===== src/rtl/pipe_stall_ctrl_pkg.sv =====
// pipe_stall_ctrl_pkg: shared encodings, default latencies and the RAW compare helper.
//  Contents: md_state_t (IDLE/BUSY_MUL/BUSY_DIV), MULT_LAT_DEF, DIV_LAT_DEF, CNT_W_DEF, raw_hit().
package pipe_stall_ctrl_pkg;
   typedef enum logic [1:0] {IDLE = 2'd0, BUSY_MUL = 2'd1, BUSY_DIV = 2'd2} md_state_t;
   localparam int MULT_LAT_DEF = 5;
   localparam int DIV_LAT_DEF  = 10;
   localparam int CNT_W_DEF    = 4;
   // A producer stalls a consumer only when its result is ready later than the consumer needs it.
   // Tuse=3 ("unused") can never be below a Tnew of 0..2, so it never stalls.
   function automatic logic raw_hit(input logic [4:0] x, input logic [1:0] tuse,
                                    input logic we, input logic [4:0] a3, input logic [1:0] tnew);
      return (x != 5'd0) && we && (a3 == x) && (tuse < tnew);
   endfunction
endpackage


===== src/rtl/pipe_stall_ctrl_md_busy_fsm.sv =====
// md_busy_fsm: HI/LO multi-cycle busy sequencer (mult/div latency counter).
//  Ports: clk, reset (async, active-high), md_startE, md_divE in; md_busy, md_done out.
//  md_busy is high for exactly MULT_LAT/DIV_LAT cycles after the start edge; md_done marks the last one.
module md_busy_fsm
   import pipe_stall_ctrl_pkg::*;
#(
   parameter int MULT_LAT = MULT_LAT_DEF,
   parameter int DIV_LAT  = DIV_LAT_DEF,
   parameter int CNT_W    = CNT_W_DEF
) (
   input  logic clk,
   input  logic reset,
   input  logic md_startE,
   input  logic md_divE,
   output logic md_busy,
   output logic md_done
);
   md_state_t        state, state_n;
   logic [CNT_W-1:0] cnt, cnt_n;

   always_ff @(posedge clk or posedge reset) begin
      if (reset) begin
         state <= IDLE;
         cnt   <= '0;
      end else begin
         state <= state_n;
         cnt   <= cnt_n;
      end
   end

   // A start while busy is ignored: the in-flight operation keeps its schedule.
   always_comb begin
      state_n = state;
      cnt_n   = cnt;
      if (state == IDLE) begin
         state_n = md_startE ? (md_divE ? BUSY_DIV : BUSY_MUL) : IDLE;
         cnt_n   = md_startE ? (md_divE ? CNT_W'(DIV_LAT - 1) : CNT_W'(MULT_LAT - 1)) : cnt;
      end else begin
         state_n = (cnt == '0) ? IDLE : state;
         cnt_n   = (cnt == '0) ? '0 : cnt - 1'b1;
      end
   end

   always_comb begin
      md_busy = state != IDLE;
      md_done = md_busy && (cnt == '0);
   end
endmodule


===== src/rtl/pipe_stall_ctrl.sv =====
// pipe_stall_ctrl: stall/flush sequencer for the F/D, D/E, E/M, M/W pipeline registers.
//  Ports in : clk, reset (async, active-high), rsD, rtD, tuse_rsD, tuse_rtD, md_useD,
//             A3E, RegWriteE, tnewE, md_startE, md_divE, A3M, RegWriteM, tnewM.
//  Ports out: stall (hold PC and F/D), flush_DE (bubble into D/E), md_busy, md_done,
//             stall_cnt (only when STALL_STATS_EN is defined; saturating count of stall cycles).
module pipe_stall_ctrl
   import pipe_stall_ctrl_pkg::*;
#(
   parameter int MULT_LAT = MULT_LAT_DEF,
   parameter int DIV_LAT  = DIV_LAT_DEF,
   parameter int CNT_W    = CNT_W_DEF
) (
   input  logic       clk,
   input  logic       reset,
   input  logic [4:0] rsD,
   input  logic [4:0] rtD,
   input  logic [1:0] tuse_rsD,
   input  logic [1:0] tuse_rtD,
   input  logic       md_useD,
   input  logic [4:0] A3E,
   input  logic       RegWriteE,
   input  logic [1:0] tnewE,
   input  logic       md_startE,
   input  logic       md_divE,
   input  logic [4:0] A3M,
   input  logic       RegWriteM,
   input  logic [1:0] tnewM,
   output logic       stall,
   output logic       flush_DE,
   output logic       md_busy,
   output logic       md_done
`ifdef STALL_STATS_EN
   ,
   output logic [31:0] stall_cnt
`endif
);
   logic raw_stall, md_stall;

   md_busy_fsm #(.MULT_LAT(MULT_LAT), .DIV_LAT(DIV_LAT), .CNT_W(CNT_W)) u_md (
      .clk       (clk),
      .reset     (reset),
      .md_startE (md_startE),
      .md_divE   (md_divE),
      .md_busy   (md_busy),
      .md_done   (md_done)
   );

   // md_startE counts as busy so a HI/LO reader right behind a mult/div waits from its first cycle.
   always_comb begin
      raw_stall = raw_hit(rsD, tuse_rsD, RegWriteE, A3E, tnewE) | raw_hit(rsD, tuse_rsD, RegWriteM, A3M, tnewM)
                | raw_hit(rtD, tuse_rtD, RegWriteE, A3E, tnewE) | raw_hit(rtD, tuse_rtD, RegWriteM, A3M, tnewM);
      md_stall  = md_useD & (md_busy | md_startE);
      stall     = raw_stall | md_stall;
      flush_DE  = stall;
   end

`ifdef STALL_STATS_EN
   always_ff @(posedge clk or posedge reset) begin
      if (reset)
         stall_cnt <= '0;
      else if (stall && stall_cnt != 32'hFFFF_FFFF)
         stall_cnt <= stall_cnt + 32'd1;
   end
`endif
endmodule

===== config.mk =====
export PLATFORM = sky130hd
export DESIGN_NAME = pipe_stall_ctrl
export DESIGN_NICKNAME = d
export VERILOG_FILES = /design/src/rtl/pipe_stall_ctrl_pkg.sv /design/src/rtl/pipe_stall_ctrl_md_busy_fsm.sv /design/src/rtl/pipe_stall_ctrl.sv
export SDC_FILE = /design/constraint.sdc
export NUM_CORES = 1
export LEC_CHECK = 0
export CAP_MARGIN = 20
export CELL_PAD_IN_SITES_DETAIL_PLACEMENT = 1
export CELL_PAD_IN_SITES_GLOBAL_PLACEMENT = 2
export CORE_ASPECT_RATIO = 0.9
export CORE_MARGIN = 5
export CORE_UTILIZATION = 21
export DETAILED_ROUTE_END_ITERATION = 10
export GPL_TIMING_DRIVEN = 1
export HOLD_SLACK_MARGIN = 0.05
export PLACE_DENSITY_LB_ADDON = 0.05
export SYNTH_ARGS = -nofsm -noshare
export SYNTH_HDL_FRONTEND = slang
export SYNTH_SLANG_ARGS = --single-unit

===== constraint.sdc =====
create_clock -name clk -period 2.05 [get_ports clk]
set_clock_uncertainty 0.15 [all_clocks]
set_input_delay 0.41 -clock clk [delete_from_list [all_inputs] [get_ports clk]]
set_output_delay 0.41 -clock clk [all_outputs]
set_load 0.05 [all_outputs]

run_1/met1.png
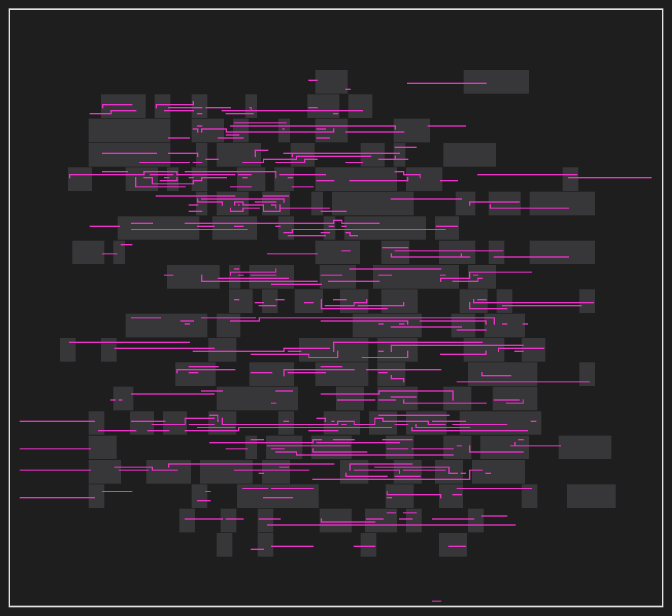
main direction: horizontal
longest straight run: 27.6 um
wire length on this layer: 1310 um
nets with wire on the layer: 153
WL final: 2.88 mm
via count: 812
GR Util met1: 0.167

run_1/met2.png
Scale bar: 20 um.
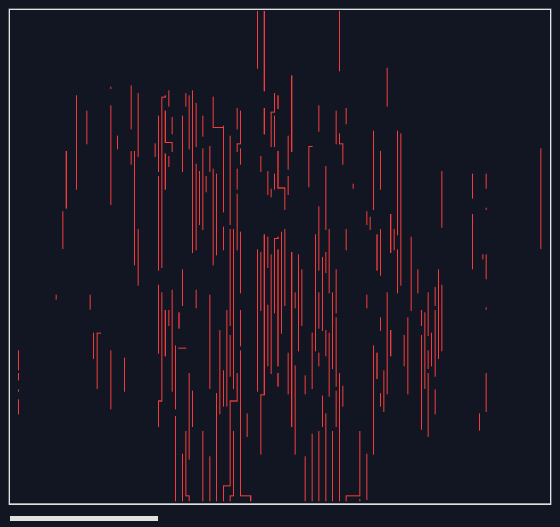
share of all routed wire: 49%
main direction: vertical
nets with wire on the layer: 162
wire length on this layer: 1410 um
met2 Usage GRT: 0.186

run_1/met3.png
Scale bar: 20 um.
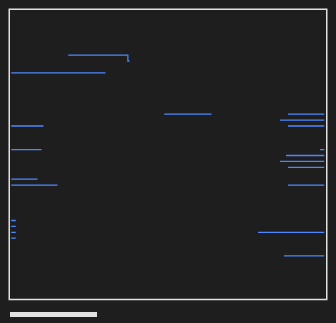
share of all routed wire: 5.7%
nets with wire on the layer: 21
wire length on this layer: 165 um
main direction: horizontal
longest straight run: 21.4 um
met3 Use GR: 0.0332

-- run 1: worst max-delay path: cells and delay by family --
family	cells	cell delay (ns)
simple gates	1	0.23
compound gates	2	0.39
xor+xnor	1	0.20
buf+inv	2	0.47
-- run 1: worst max path at each step --
stage	startpoint	endpoint	slack, ns	cells past startpoint
after detailed placement	tnewE[1]	stall	-0.73	8
after global routing	rsD[1]	stall	-0.27	6
after CTS	tnewE[1]	stall	-0.27	8
after global placement	tnewE[1]	stall	-0.70	7
final	rsD[1]	stall	-0.20	6
after floorplan	tnewE[1]	stall	-0.20	7
-- run 1: power by group through the flow --
| stage | logic [uW] | clock network [uW] | registers [uW] |
|---|---|---|---|
| after detailed placement | 687 | 0 | 219 |
| final | 809 | 172 | 223 |
| after global placement | 681 | 0 | 219 |
| after CTS | 718 | 180 | 220 |
| after global routing | 880 | 189 | 234 |
| after floorplan | 421 | 0 | 209 |
-- run 1: layout make-up --
cell class,count,area [um2]
Sequential cell,6,150
Clock buffer,3,41.3
Multi-Input combinational cell,71,797
Timing Repair Buffer,45,360
Fill cell,416,1960
Inverter,7,38.8
Tap cell,44,55.1
-- run 1: routing by layer --
metal	vias to the layer above	global-route usage	wire length (um)
met2	23	0.186	1410
met5	-	0	0
met1	397	0.167	1310
li1	392	-	-
met4	0	0.0207	0
met3	0	0.0332	164
-- run 1: repair_timing --
| item | CTS | global route |
|---|---|---|
| endpoints found under the hold margin | 0 | 0 |
| setup buffers | 0 | 1 |
| gates resized | 68 | 56 |
| endpoints found under the setup margin | 3 | 3 |
| hold buffers | 0 | 0 |
| pin swaps | 14 | 17 |
-- run 1: layout by cell type, fill, tap and decap left out, drive strengths merged --
master         synthesis  final
or4                    2      2
a32o                   2      2
a21oi                  2      2
mux2i                  1      1
clkdlybuf4s15          0      3
nand2                  3      3
a221o                  1      1
a211oi                 4      4
nor2                   6      6
a31oi                  1      1
o21ai                  2      2
a22oi                  2      2
or2                    1      1
clkbuf                 0     20
ha                     5      5
dfrtp                  6      6
o221ai                 1      1
nor3                   2      2
or3                    1      1
buf                    2     16
nand2b                 6      6
nor4b                  1      1
a21o                   1      1
nor4                   4      4
clkdlybuf4s50          0      4
xor2                  20     20
dlygate4sd2            0      5
or2b                   3      3
inv                    7      7
-- run 1: cells by family (layout without fill, tap and decap cells) --
group | count (synthesis) | in the layout
adder cells (fa/ha/maj) | 5 | 5
buffers and inverters | 9 | 55
multiplexers | 1 | 1
AND-OR/OR-AND | 16 | 16
flip-flops | 6 | 6
XOR/XNOR | 20 | 20
AND/OR/NAND/NOR | 29 | 29
-- run 1: registers in the layout, summed over array words and instances, names as in the netlist --
register / cells
u_md.state: 2
u_md.cnt: 4
-- run 1: metrics by stage --
stage / hold WS, ns / std cells / setup slack, ns / setup TNS [ns] / area [um2]
5_1_grt: 0.273 / 176 / -0.273 / -0.596 / 1440
3_5_place_dp: 0.341 / 172 / -0.728 / -1.46 / 1280
4_1_cts: 0.258 / 175 / -0.266 / -0.532 / 1390
6_report: 0.254 / 176 / -0.203 / -0.406 / 1440
3_3_place_gp: 0.330 / 172 / -0.703 / -1.41 / 1280
2_1_floorplan: 0.0510 / 86 / -0.198 / -0.198 / 792
==> flow_metrics.env, run 1 <==
# yosys + openroad results
export IMPL_status="finished, violations left"
export IMPL_violations="setup timing"
export IMPL_drt_initial_drc_count=15
export IMPL_cp_slowest_cell="dlygate4sd2_1"
export IMPL_p_seq_frac=0.185
export IMPL_hold_class="in2async"
export IMPL_maxSlewViolCount=0
export IMPL_max_cap_viol_count=0
export IMPL_min_period_ns=2.25
export IMPL_synth_compound_area_share=0.166
export IMPL_drc=0
export IMPL_setup_viol=2
export IMPL_grt_max_degree=11
export IMPL_fp_dieH_um=66.5
export IMPL_ant_nets=0
export IMPL_vias_per_cell=4.61
export IMPL_timing_rr_start="u_md.cnt[1]"
export IMPL_ys_cells=86
export IMPL_io_buffers=38
export IMPL_warnings=29
export IMPL_cts_made_buffers=3
export IMPL_first_global_vias=905
export IMPL_grt_use_total=0.120
export IMPL_power_uw=1200
export IMPL_wl_per_cell_um=16.4
export IMPL_worst_slack_ns=-0.203
export IMPL_clock_root_buffer="clkbuf_8"
export IMPL_power_frac_clock=0.143
export IMPL_peakVddDrop_uv=611
export IMPL_grt_ovfl_total=0
export IMPL_tightest_slew_ns=0.323
export IMPL_logic_family="simple AND/OR/NAND/NOR gates"
export IMPL_yosysTopAreaCell="xor2_1"
export IMPL_pwr_share_comb=0.672
export IMPL_yosys_warnings=0
export IMPL_common_cells="20 x xor2_1, 7 x inv_1, 6 x dfrtp_1, 6 x nand2b_1"
export IMPL_die_w_um=72.8
export IMPL_arrival_ns=1.69
export IMPL_p_switching_uw=523
export IMPL_htreeDepth=1
export IMPL_max_slew_margin=0.783
export IMPL_firstDrtPassIters=4
export IMPL_crit_path_max_incr_delay_ns=0.29
export IMPL_synth_area_um2=744
export IMPL_crit_required_ns=1.49
export IMPL_ys_sh_xor=0.235
export IMPL_regToRegEndpoint="u_md.cnt[1]"
run_1/final_clocks.png
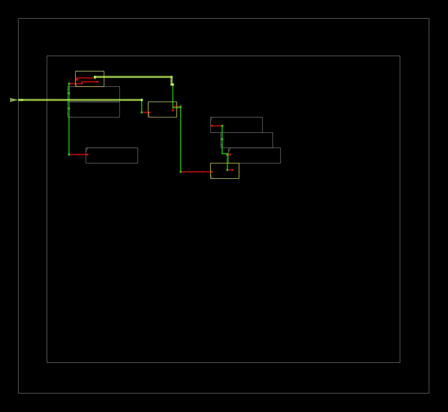

==> run 2: changes to the inputs <==
--- a/config.mk
+++ b/config.mk
@@ -5,7 +5,6 @@
 export SDC_FILE = /design/constraint.sdc
 export NUM_CORES = 1
 export LEC_CHECK = 0
-export CAP_MARGIN = 20
 export CELL_PAD_IN_SITES_DETAIL_PLACEMENT = 1
 export CELL_PAD_IN_SITES_GLOBAL_PLACEMENT = 2
 export CORE_ASPECT_RATIO = 0.9
@@ -18,3 +17,4 @@
 export SYNTH_ARGS = -nofsm -noshare
 export SYNTH_HDL_FRONTEND = slang
 export SYNTH_SLANG_ARGS = --single-unit
+export TNS_END_PERCENT = 1
run_2/final_clocks.png
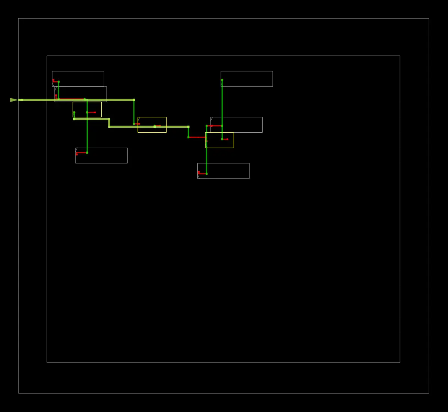
CTS Buf Count: 3
P_clk: 174 uW
clk sinks: 6
clk_lat worst skew: 0.22 ns
clock buffers: 3

==> flow_metrics.env, run 2 <==
# yosys + openroad results
export IMPL_status="finished, violations left"
export IMPL_peakVddDrop_uv=711
export IMPL_setup_viol=2
export IMPL_tightest_slew_ns=0.327
export IMPL_drt_initial_drc_count=11
export IMPL_regToRegEndpoint="u_md.cnt[1]"
export IMPL_stdcell_area_um2=1480
export IMPL_p_seq_frac=0.189
export IMPL_fp_dieH_um=66.5
export IMPL_max_cap_viol_count=0
export IMPL_crit_path_start="A3M[3]"
export IMPL_yosysTopAreaCell="xor2_1"
export IMPL_num_fill_cells=403
export IMPL_wl_per_cell_um=16.2
export IMPL_die_w_um=72.8
export IMPL_htreeDepth=1
export IMPL_drc=0
export IMPL_maxSlewViolCount=0
export IMPL_warnings=29
export IMPL_grt_use_total=0.133
export IMPL_ant_nets=0
export IMPL_common_cells="20 x xor2_1, 7 x inv_1, 6 x dfrtp_1, 6 x nand2b_1"
export IMPL_io_buffers=38
export IMPL_lay_top_count="clkbuf_2"
export IMPL_worst_slack_ns=-0.175
export IMPL_violations="setup timing"
export IMPL_mostFrequentLayoutCells="17 x clkbuf_2, 14 x xor2_1, 10 x buf_4"
export IMPL_firstDrtPassIters=4
export IMPL_fin_setup_tns_ns=-0.350
export IMPL_hold_class="in2async"
export IMPL_p_switching_uw=515
export IMPL_crit_path_end="stall"
export IMPL_pwr_share_comb=0.666
export IMPL_synth_area_um2=744
export IMPL_grt_ovfl_total=0
export IMPL_power_frac_clock=0.145
export IMPL_arrival_ns=1.67
export IMPL_crit_required_ns=1.49
export IMPL_clock_root_buffer="clkbuf_8"
export IMPL_grt_max_degree=11
run_2/met3.png
Scale bar: 20 um.
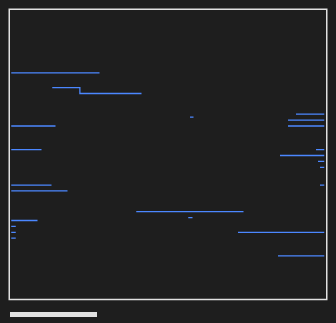
longest straight run: 24.4 um
wire length on this layer: 179 um
via count: 832
met3 Use GR: 0.0392
WL final: 2.89 mm

run 2: cell counts after synthesis:
Identical to the previous run, type by type.
run 2: area by class of cell:
type	instances	area, um2	share of cell area
well taps	44	55.1	0.0372
multi-input cells	71	803	0.542
repair buffers	47	393	0.265
clock buffers	3	41.3	0.0279
flip-flops and latches	6	150	0.101
inverters	7	38.8	0.0262
run 2: logic make-up after synthesis:
| logic type | count (synthesis) | share of synthesized area |
|---|---|---|
| XOR/XNOR | 20 | 0.235 |
| AND-OR/OR-AND | 16 | 0.166 |
| AND/OR/NAND/NOR | 29 | 0.244 |
| multiplexers | 1 | 0.0134 |
| buffers and inverters | 9 | 0.0555 |
| adder cells (fa/ha/maj) | 5 | 0.0840 |
| flip-flops | 6 | 0.202 |
run 2: layer usage:
| metal | share of wire | vias up | GRT usage |
|---|---|---|---|
| li1 | - | 398 | - |
| met1 | 0.47 | 406 | 0.182 |
| met2 | 0.46 | 26 | 0.213 |
| met3 | 0.062 | 2 | 0.0392 |
| met4 | 0.0080 | 0 | 0.0138 |
| met5 | 0 | - | 0 |
run 2: worst min-delay path by stage:
stage,to,slack (ns),cells past startpoint
2_1_floorplan,u_md.cnt[0],0.05,1
3_3_place_gp,u_md.state[0],0.34,1
3_5_place_dp,u_md.state[0],0.35,1
4_1_cts,u_md.cnt[3],0.27,2
5_1_grt,u_md.cnt[0],0.28,2
6_report,u_md.cnt[0],0.26,2
run 2: power by group through the flow:
stage	logic, uW	registers [uW]	clock network, uW
2_1_floorplan	415	209	0
3_3_place_gp	689	219	0
3_5_place_dp	696	222	0
4_1_cts	745	223	178
5_1_grt	861	237	191
6_report	795	225	174
run 2: metrics by stage:
step | power [uW] | cells | worst slack [ns]
after floorplan | 624 | 86 | -0.198
after global placement | 908 | 174 | -0.705
after detailed placement | 917 | 174 | -0.726
after CTS | 1150 | 178 | -0.337
after global routing | 1290 | 178 | -0.248
final | 1190 | 178 | -0.175
run 2: worst max-delay path: stages:
cell           delay (ns)
dlygate4sd2_1        0.27
xor2_1               0.17
nor4_4               0.28
a22oi_2              0.10
o221ai_4             0.25
buf_12               0.18
run 2: timing repair:
action / CTS / global route
buffers inserted: 1 / 0
endpoints found under the hold margin: 0 / 0
gates resized: 64 / 54
pin swaps: 15 / 16
setup endpoints to repair: 3 / 3
hold buffers: 0 / 0
run_2/met2.png
Scale bar: 20 um.
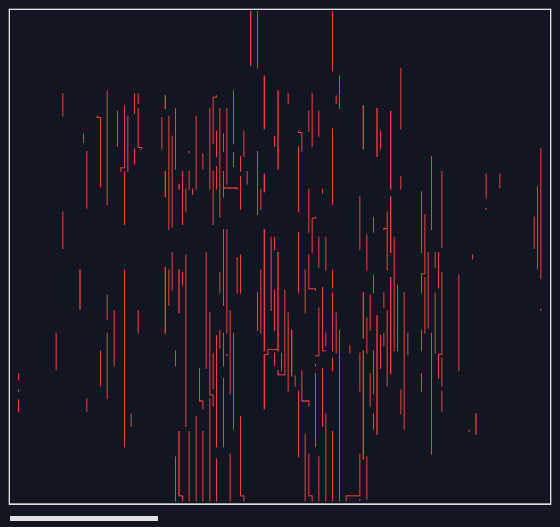

==> run 3: changes to the inputs <==
--- a/config.mk
+++ b/config.mk
@@ -8,8 +8,8 @@
 export CELL_PAD_IN_SITES_DETAIL_PLACEMENT = 1
 export CELL_PAD_IN_SITES_GLOBAL_PLACEMENT = 2
 export CORE_ASPECT_RATIO = 0.9
-export CORE_MARGIN = 5
 export CORE_UTILIZATION = 21
+export CTS_BUF_LIST = sky130_fd_sc_hd__clkbuf_16
 export DETAILED_ROUTE_END_ITERATION = 10
 export GPL_TIMING_DRIVEN = 1
 export HOLD_SLACK_MARGIN = 0.05
run_3/met2.png
Scale bar: 20 um.
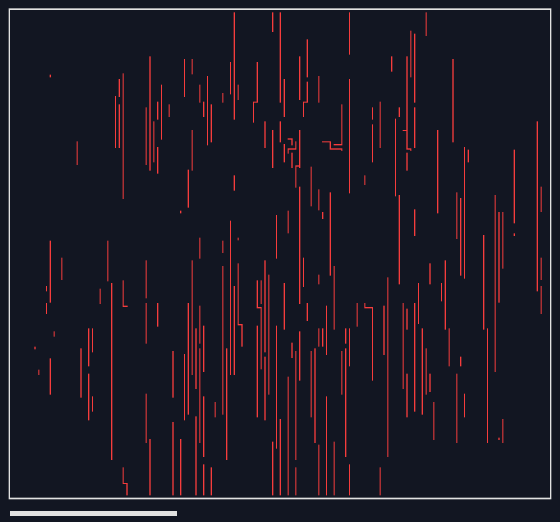
main direction: vertical
nets with wire on the layer: 157
wire length on this layer: 1120 um
share of all routed wire: 42%
WL final: 2.66 mm
via count: 792
met2 Usage GRT: 0.220

run_3/met3.png
Scale bar: 20 um.
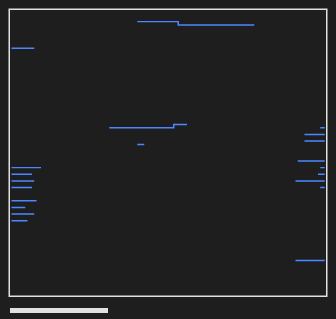
main direction: horizontal
wire length on this layer: 106 um
share of all routed wire: 4.0%
nets with wire on the layer: 20
met3 Use GR: 0.0407

==> flow_metrics.env, run 3 <==
# yosys + openroad results
export IMPL_status="finished, violations left"
export IMPL_violations="setup timing"
export IMPL_tightest_slew_ns=0.401
export IMPL_yosys_warnings=0
export IMPL_regToRegEndpoint="u_md.cnt[2]"
export IMPL_clock_root_buffer="clkbuf_16"
export IMPL_worst_slack_ns=-0.213
export IMPL_maxSlewViolCount=0
export IMPL_common_cells="20 x xor2_1, 7 x inv_1, 6 x dfrtp_1, 6 x nand2b_1"
export IMPL_p_switching_uw=523
export IMPL_regMostFlops="u_md.cnt"
export IMPL_io_buffers=38
export IMPL_yosysTopAreaCell="xor2_1"
export IMPL_crit_buf_inv=2
export IMPL_ys_cells=86
export IMPL_vias_per_cell=4.42
export IMPL_cp_slowest_cell="or4_4"
export IMPL_drc=0
export IMPL_die_w_um=64.8
export IMPL_power_frac_clock=0.241
export IMPL_grt_ovfl_total=0
export IMPL_timing_rr_start="u_md.state[1]"
export IMPL_grt_use_total=0.161
export IMPL_ant_nets=0
export IMPL_crit_chain="dlygate4sd2_1 -> or4_4 -> nor2_2 -> o221ai_4 -> buf_12"
export IMPL_setup_viol=2
export IMPL_pwr_share_comb=0.583
export IMPL_largest_reg_flops=4
export IMPL_p_seq_frac=0.176
## run 3: netlist changes by cell type in the layout (fill, tap and decap cells not counted), sizes merged
cell,previous run,this run
dlygate4sd2,5,3
clkbuf,20,22
buf,16,17
## run 3: cell families after synthesis
family,share of synthesized area
buffers and inverters,0.0555
adder cells (fa/ha/maj),0.0840
XOR/XNOR,0.235
multiplexers,0.0134
flip-flops,0.202
AND/OR/NAND/NOR,0.244
AND-OR/OR-AND,0.166
## run 3: area by class of cell
class | count | area share
clock buffer | 3 | 0.0502
sequential | 6 | 0.100
multi-input combinational | 71 | 0.517
inverter | 7 | 0.0259
timing repair buffer | 48 | 0.269
tap | 44 | 0.0368
## run 3: what timing repair did
| action | 4_1_cts | 5_1_grt |
|---|---|---|
| endpoints found under the setup margin | 3 | 3 |
| gates cloned | 0 | 0 |
| pin swaps | 15 | 16 |
| gates resized | 58 | 63 |
| buffers inserted | 1 | 0 |
| endpoints found under the hold margin | 0 | 0 |
## run 3: metrics by stage
stage | util | hold slack [ns] | std cells | total power [uW]
2_1_floorplan | - | 0.0510 | 86 | 624
3_5_place_dp | 0.385 | 0.351 | 175 | 913
6_report | 0.443 | 0.259 | 179 | 1310
5_1_grt | 0.443 | 0.285 | 179 | 1410
3_3_place_gp | 0.385 | 0.343 | 175 | 901
4_1_cts | 0.431 | 0.269 | 179 | 1290
## run 3: layer usage
metal / track usage / wire (um)
met1: 0.247 / 1420
met2: 0.220 / 1120
met3: 0.0407 / 106
met4: 0.0381 / 25
met5: 0 / 0
## run 3: how the worst max path moves through the flow
stage	start	cells past startpoint	end
floorplan	tnewE[1]	7	stall
global placement	tnewE[1]	8	stall
detailed placement	tnewE[1]	8	stall
CTS	tnewE[1]	8	stall
global route	tnewE[1]	8	stall
finish	rsD[1]	5	stall
## run 3: power groups by stage
stage / sequential, uW / combinational, uW / clock [uW]
2_1_floorplan: 209 / 415 / 0
4_1_cts: 228 / 742 / 322
3_5_place_dp: 225 / 687 / 0
6_report: 230 / 762 / 314
5_1_grt: 242 / 832 / 332
3_3_place_gp: 223 / 678 / 0

==> notes/layouts.md <==
Pictures saved along the way, in no particular order.

Wiring heat map.
(a)
Scale bar: 20 um. 13 x 12 tiles, from dark purple (low) to yellow (high), scaled to the fullest tile. Values are wire area over tile area, all layers added.
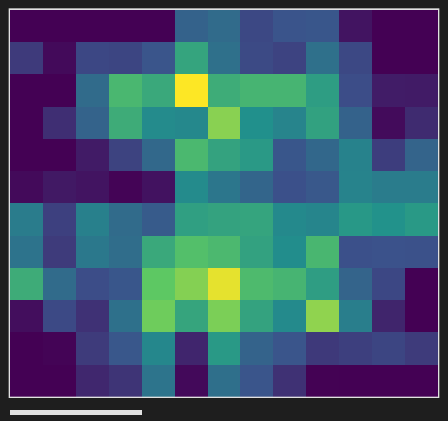
(b)
Scale bar: 20 um. 15 x 13 tiles, from dark purple (low) to yellow (high), scaled to the fullest tile. Values are wire area over tile area, all layers added.
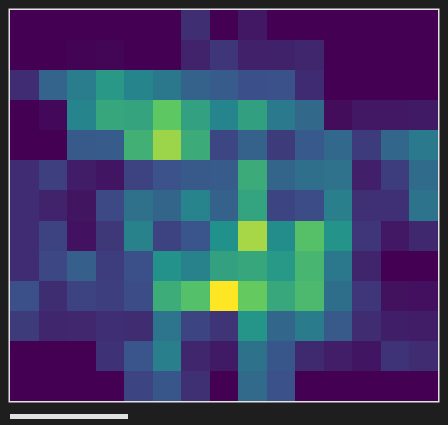
(b) comes from run 2.
(a) comes from run 3.
The one with the largest die is (b).

Power is estimated from default activity; no workload was simulated.
